### Placement view, run 1

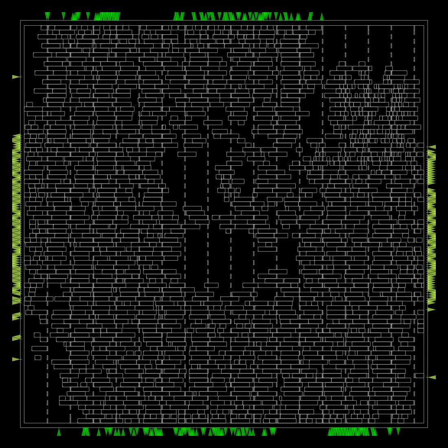
### Signal metal coverage by tile, run 1

The die is cut into 25 by 25 equal tiles; black is low, pale yellow is high, scaled to the fullest tile. Values are wire area over tile area, all layers added.
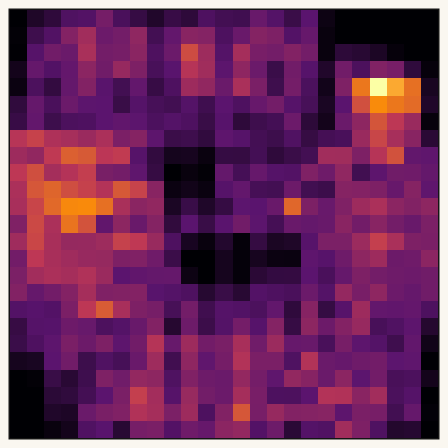
### Nets reached from selected ports, run 1

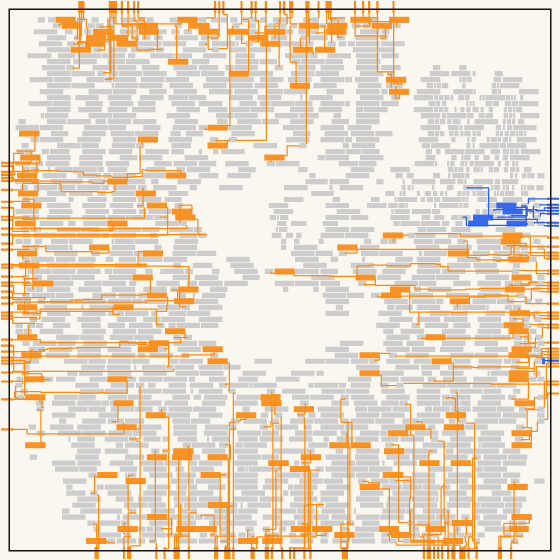
**config.mk**
```make
export PLATFORM = sky130hd
export DESIGN_NAME = fpga_instruction_scheduler
export DESIGN_NICKNAME = d
export VERILOG_FILES = /design/src/rtl/fpga_instruction_scheduler.sv
export SDC_FILE = /design/constraint.sdc
export NUM_CORES = 1
export LEC_CHECK = 0
export CAP_MARGIN = 20
export CORE_MARGIN = 2
export CORE_UTILIZATION = 50
export CTS_CLUSTER_DIAMETER = 120
export DETAILED_ROUTE_END_ITERATION = 8
export PLACE_DENSITY = 0.72
export SYNTH_ARGS = -nofsm -noshare
export SYNTH_HDL_FRONTEND = slang
export SYNTH_SLANG_ARGS = --single-unit
```
**constraint.sdc**
```tcl
create_clock -name clk -period 19 [get_ports clk]
set_clock_uncertainty 0.1 [all_clocks]
set_input_delay 4.75 -clock clk [delete_from_list [all_inputs] [get_ports clk]]
set_output_delay 4.75 -clock clk [all_outputs]
set_load 0.01 [all_outputs]
```
**src/rtl/fpga_instruction_scheduler.sv**
```systemverilog
// Instruction scheduler between the UART instruction encoder and the Neo chip command port.
// Buffers instructions in a FIFO, sequences each one to the chip, and returns one status byte per instruction.
module fpga_instruction_scheduler #(
    parameter int INSTR_W        = 147,
    parameter int FIFO_DEPTH     = 4,
    parameter int TIMEOUT_CYCLES = 1000000
) (
    input  logic               clk,
    input  logic               rst_n,
    input  logic               instruction_valid,
    input  logic [INSTR_W-1:0] instruction,
    output logic               cmd_valid,
    input  logic               cmd_ready,
    output logic [3:0]         cmd_opcode,
    output logic [INSTR_W-5:0] cmd_payload,
    input  logic               chip_done,
    output logic               tx_valid,
    output logic [7:0]         tx_data,
    input  logic               tx_ready,
    output logic               busy,
    output logic               overflow_err,
    output logic               timeout_err
);

    localparam int PTR_W = $clog2(FIFO_DEPTH);
    localparam int CNT_W = PTR_W + 1;
    localparam int PAY_W = INSTR_W - 4;

    localparam logic [CNT_W-1:0] FIFO_FULL = CNT_W'(FIFO_DEPTH);
    localparam logic [23:0]      TO_LAST   = 24'(TIMEOUT_CYCLES - 1);

    localparam logic [3:0] OP_NOP   = 4'h0;
    localparam logic [3:0] OP_WRITE = 4'h1;
    localparam logic [3:0] OP_EXEC  = 4'h2;
    localparam logic [3:0] OP_CLEAR = 4'hF;

    localparam logic [7:0] ST_NOP     = 8'hA0;
    localparam logic [7:0] ST_WRITE   = 8'hA1;
    localparam logic [7:0] ST_EXEC    = 8'hA2;
    localparam logic [7:0] ST_CLEAR   = 8'hAF;
    localparam logic [7:0] ST_ILLEGAL = 8'hE1;
    localparam logic [7:0] ST_TIMEOUT = 8'hE3;

    typedef enum logic [1:0] {IDLE, ISSUE, WAIT_DONE, RESP} state_t;

    state_t             state_q, state_d;
    logic [PTR_W-1:0]   wr_ptr_q, wr_ptr_d;
    logic [PTR_W-1:0]   rd_ptr_q, rd_ptr_d;
    logic [CNT_W-1:0]   count_q, count_d;
    logic [3:0]         cmd_opcode_q, cmd_opcode_d;
    logic [PAY_W-1:0]   cmd_payload_q, cmd_payload_d;
    logic [7:0]         tx_data_q, tx_data_d;
    logic [23:0]        to_cnt_q, to_cnt_d;
    logic               overflow_q, overflow_d;
    logic               timeout_q, timeout_d;
    logic [INSTR_W-1:0] fifo_mem_q [FIFO_DEPTH];

    logic               pop;
    logic               push_accept;
    logic [INSTR_W-1:0] head;

    assign head = fifo_mem_q[rd_ptr_q];

    always_comb begin
        // NOTE: every signal gets a default before the case so no path leaves one unassigned (no latches).
        state_d       = state_q;
        cmd_opcode_d  = cmd_opcode_q;
        cmd_payload_d = cmd_payload_q;
        tx_data_d     = tx_data_q;
        to_cnt_d      = to_cnt_q;
        overflow_d    = overflow_q;
        timeout_d     = timeout_q;
        pop           = 1'b0;

        case (state_q)
            IDLE: begin
                if (count_q != '0) begin
                    pop           = 1'b1;
                    cmd_opcode_d  = head[INSTR_W-1 -: 4];
                    cmd_payload_d = head[PAY_W-1:0];
                    case (head[INSTR_W-1 -: 4])
                        OP_WRITE, OP_EXEC: state_d = ISSUE;
                        OP_NOP: begin
                            tx_data_d = ST_NOP;
                            state_d   = RESP;
                        end
                        OP_CLEAR: begin
                            overflow_d = 1'b0;
                            timeout_d  = 1'b0;
                            tx_data_d  = ST_CLEAR;
                            state_d    = RESP;
                        end
                        default: begin
                            tx_data_d = ST_ILLEGAL;
                            state_d   = RESP;
                        end
                    endcase
                end
            end
            ISSUE: begin
                if (cmd_ready) begin
                    if (cmd_opcode_q == OP_EXEC) begin
                        to_cnt_d = '0;
                        state_d  = WAIT_DONE;
                    end else begin
                        tx_data_d = ST_WRITE;
                        state_d   = RESP;
                    end
                end
            end
            WAIT_DONE: begin
                // Completion takes priority over a timeout landing in the same cycle.
                if (chip_done) begin
                    tx_data_d = ST_EXEC;
                    state_d   = RESP;
                end else if (to_cnt_q == TO_LAST) begin
                    timeout_d = 1'b1;
                    tx_data_d = ST_TIMEOUT;
                    state_d   = RESP;
                end else begin
                    to_cnt_d = to_cnt_q + 24'd1;
                end
            end
            RESP: begin
                if (tx_ready) state_d = IDLE;
            end
            default: state_d = IDLE;
        endcase

        // Fullness is judged after this cycle's pop, so full-plus-pop still accepts.
        push_accept = instruction_valid && !((count_q == FIFO_FULL) && !pop);
        if (instruction_valid && !push_accept) overflow_d = 1'b1;

        wr_ptr_d = wr_ptr_q + PTR_W'(push_accept);
        rd_ptr_d = rd_ptr_q + PTR_W'(pop);
        count_d  = count_q + CNT_W'(push_accept) - CNT_W'(pop);
    end

    // NOTE: sequential state uses non-blocking assignments so all flops update from pre-edge values.
    always_ff @(posedge clk or negedge rst_n) begin
        if (!rst_n) begin
            state_q       <= IDLE;
            wr_ptr_q      <= '0;
            rd_ptr_q      <= '0;
            count_q       <= '0;
            cmd_opcode_q  <= '0;
            cmd_payload_q <= '0;
            tx_data_q     <= '0;
            to_cnt_q      <= '0;
            overflow_q    <= 1'b0;
            timeout_q     <= 1'b0;
        end else begin
            state_q       <= state_d;
            wr_ptr_q      <= wr_ptr_d;
            rd_ptr_q      <= rd_ptr_d;
            count_q       <= count_d;
            cmd_opcode_q  <= cmd_opcode_d;
            cmd_payload_q <= cmd_payload_d;
            tx_data_q     <= tx_data_d;
            to_cnt_q      <= to_cnt_d;
            overflow_q    <= overflow_d;
            timeout_q     <= timeout_d;
        end
    end

    // NOTE: FIFO storage has no reset; the occupancy count guarantees stale entries are never read.
    always_ff @(posedge clk) begin
        if (push_accept) fifo_mem_q[wr_ptr_q] <= instruction;
    end

    assign cmd_valid    = (state_q == ISSUE);
    assign cmd_opcode   = cmd_opcode_q;
    assign cmd_payload  = cmd_payload_q;
    assign tx_valid     = (state_q == RESP);
    assign tx_data      = tx_data_q;
    assign busy         = (state_q != IDLE) || (count_q != '0);
    assign overflow_err = overflow_q;
    assign timeout_err  = timeout_q;

endmodule

```
==> results.toml, run 1 <==
# synthesis and place-and-route metrics
[cells_and_area]
comb_area_share_pct = 17.9
buf_share_pct = 9.16
lay_top_count = "edfxtp_1"
seqCellArea_sq_um = 22300
comb_area_sq_um = 6420
fin_area_sq_um = 35800
fin_cells = 2532
areaGrowthSynthToFinish_pct = 23.2
ff_count = 775

[drt]
wl_met2_um = 28800
routedWlPerCell_um = 23.2
ant_nets = 0
maxUsedRoutingLayer = "met5"
via_count = 14200
drt_wl_total_um = 58800
viasPerCell = 5.62
drtPass1Iterations = 5

[clock_network]
cts_tree = "yes"
htree_levels = 3
cts_setup_buffers = 0
clk_pin_slew_ns = 0.06
cts_buffers = 80
cts_buffer_depth = 3

[power]
pwr-share-seq_pct = 43.1
p_clk_share_pct = 27.4
power_leader = "sequential cells"
finalPower_mw = 5.85
switchingPower_mw = 1.64
cellPowerDensity_nw_per_um2 = 163

[final_timing]
tightest_slew_ns = 1.06
finalCritPeriodShare_pct = 38.2
finalSetupViolCount = 0
grt_setup_unrepaired = "false"

[setup_path]
path_class = "primary input to register"
end_kind = "register"
r2r_slack_ns = 15.43
cpPeakStageDelay_ns = 0.79
required_ns = 19.13

[place]
placedInstanceArea_sq_um = 33000
dp_hpwl_um = 34300
gp_congestion = 0.833
post-place-ws_ns = 11.13
dp.cells = 2379

[worst_hold_path]
whs_path_depth = 1
hold_class = "register to register"

[die]
chipHeight_um = 245
fp-utilization_pct = 50.5
pin_count = 313
fp.dieW_um = 245

[yosys]
synth_adder_area_share_pct = 0.499
common_cells = "edfxtp_1, dfrtp_1, mux2_2, mux4_2, clkbuf_1"
edf_count = 588
yosys.area.top_type = "edfxtp_1"
ys_cells = 1349
logic_family = "multiplexers"
top_cell = "edfxtp_1"
ff_type = "edfxtp_1"
syn-cell-area_sq_um = 29100
postSynthCellCount = 1349

[global_route]
grt_max_degree = 148
grt_first_pass_wirelength_um = 89600

[run_status]
status = "completed"
Back to the opening pictures, 'Placement view':
fraction of area in registers: 62.4%
post-layout util: 62.2%

Back to the opening pictures, 'Signal metal coverage by tile':
- emptiest ninth of the die: centre
- fullest tile: 0.59
- mean over tiles: 0.16
- densest ninth of the die: middle left

Back to the opening pictures, 'Nets reached from selected ports':
- orange: `cmd_payload` (bits 143; direction output; edge 47 bottom, 36 left, 33 top, 27 right; end cells 143; buffers 143; wire 7010 um)
- blue: `tx_data` (bits 8; direction output; edge right; end cells 6; buffers 7; wire 191 um)

==> run 2, diff against run 1 <==
==> constraint.sdc (replaced) <==
create_clock -name clk -period 7.45 [get_ports clk]
set_clock_uncertainty 0.1 [all_clocks]
set_input_delay 1.8625 -clock clk [delete_from_list [all_inputs] [get_ports clk]]
set_output_delay 1.8625 -clock clk [all_outputs]
set_load 0.01 [all_outputs]
==> results.toml, run 2 <==
# synthesis and place-and-route metrics
[yosys]
logic_family = "multiplexers"
yosys.area.top_type = "edfxtp_1"
ys_cells = 1349
edf_count = 588
common_cells = "edfxtp_1, dfrtp_1, mux2_2, mux4_2, clkbuf_1"
ff_type = "edfxtp_1"
postSynthCellCount = 1349
syn-cell-area_sq_um = 29100

[final_timing]
finalCritPeriodShare_pct = 57.2
grt_setup_unrepaired = "false"
tightest_slew_ns = 1.06
finalSetupViolCount = 0

[power]
cellPowerDensity_nw_per_um2 = 414
pwr-share-seq_pct = 43.3
finalPower_mw = 14.8
switchingPower_mw = 4.16

[worst_hold_path]
whs_path_depth = 1

[global_route]
grt_max_degree = 100

[drt]
drt_wl_total_um = 59500
drtPass1Iterations = 5
maxUsedRoutingLayer = "met5"
viasPerCell = 5.64
wl_met2_um = 29100
routedWlPerCell_um = 23.5
ant_nets = 0

[setup_path]
cpPeakStageDelay_ns = 0.56
r2r_slack_ns = 4.04
end_kind = "output port"
path_class = "register to output port"

[run_status]
status = "completed"

[cells_and_area]
ff_count = 775
areaGrowthSynthToFinish_pct = 22.9
final_util_pct = 62.1
seq-cell-share_pct = 62.5
buf_share_pct = 9.28
fin_cells = 2535

[place]
placedInstanceArea_sq_um = 33100
dp.cells = 2381

[clock_network]
cts_buffers = 79
cts_setup_buffers = 0
cts_buffer_depth = 3

[die]
fp-utilization_pct = 50.5
fp.dieW_um = 245
### Met3 routing, run 2

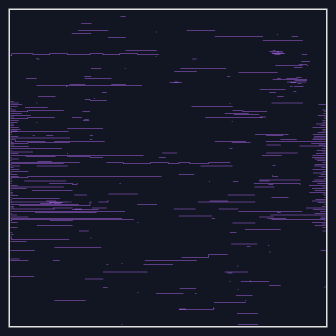
- longest straight run: 104 um
- main direction: horizontal
- nets with wire on the layer: 227
- wire length on this layer: 4640 um

No activity file was given, so power comes from the tool's default toggle rates.
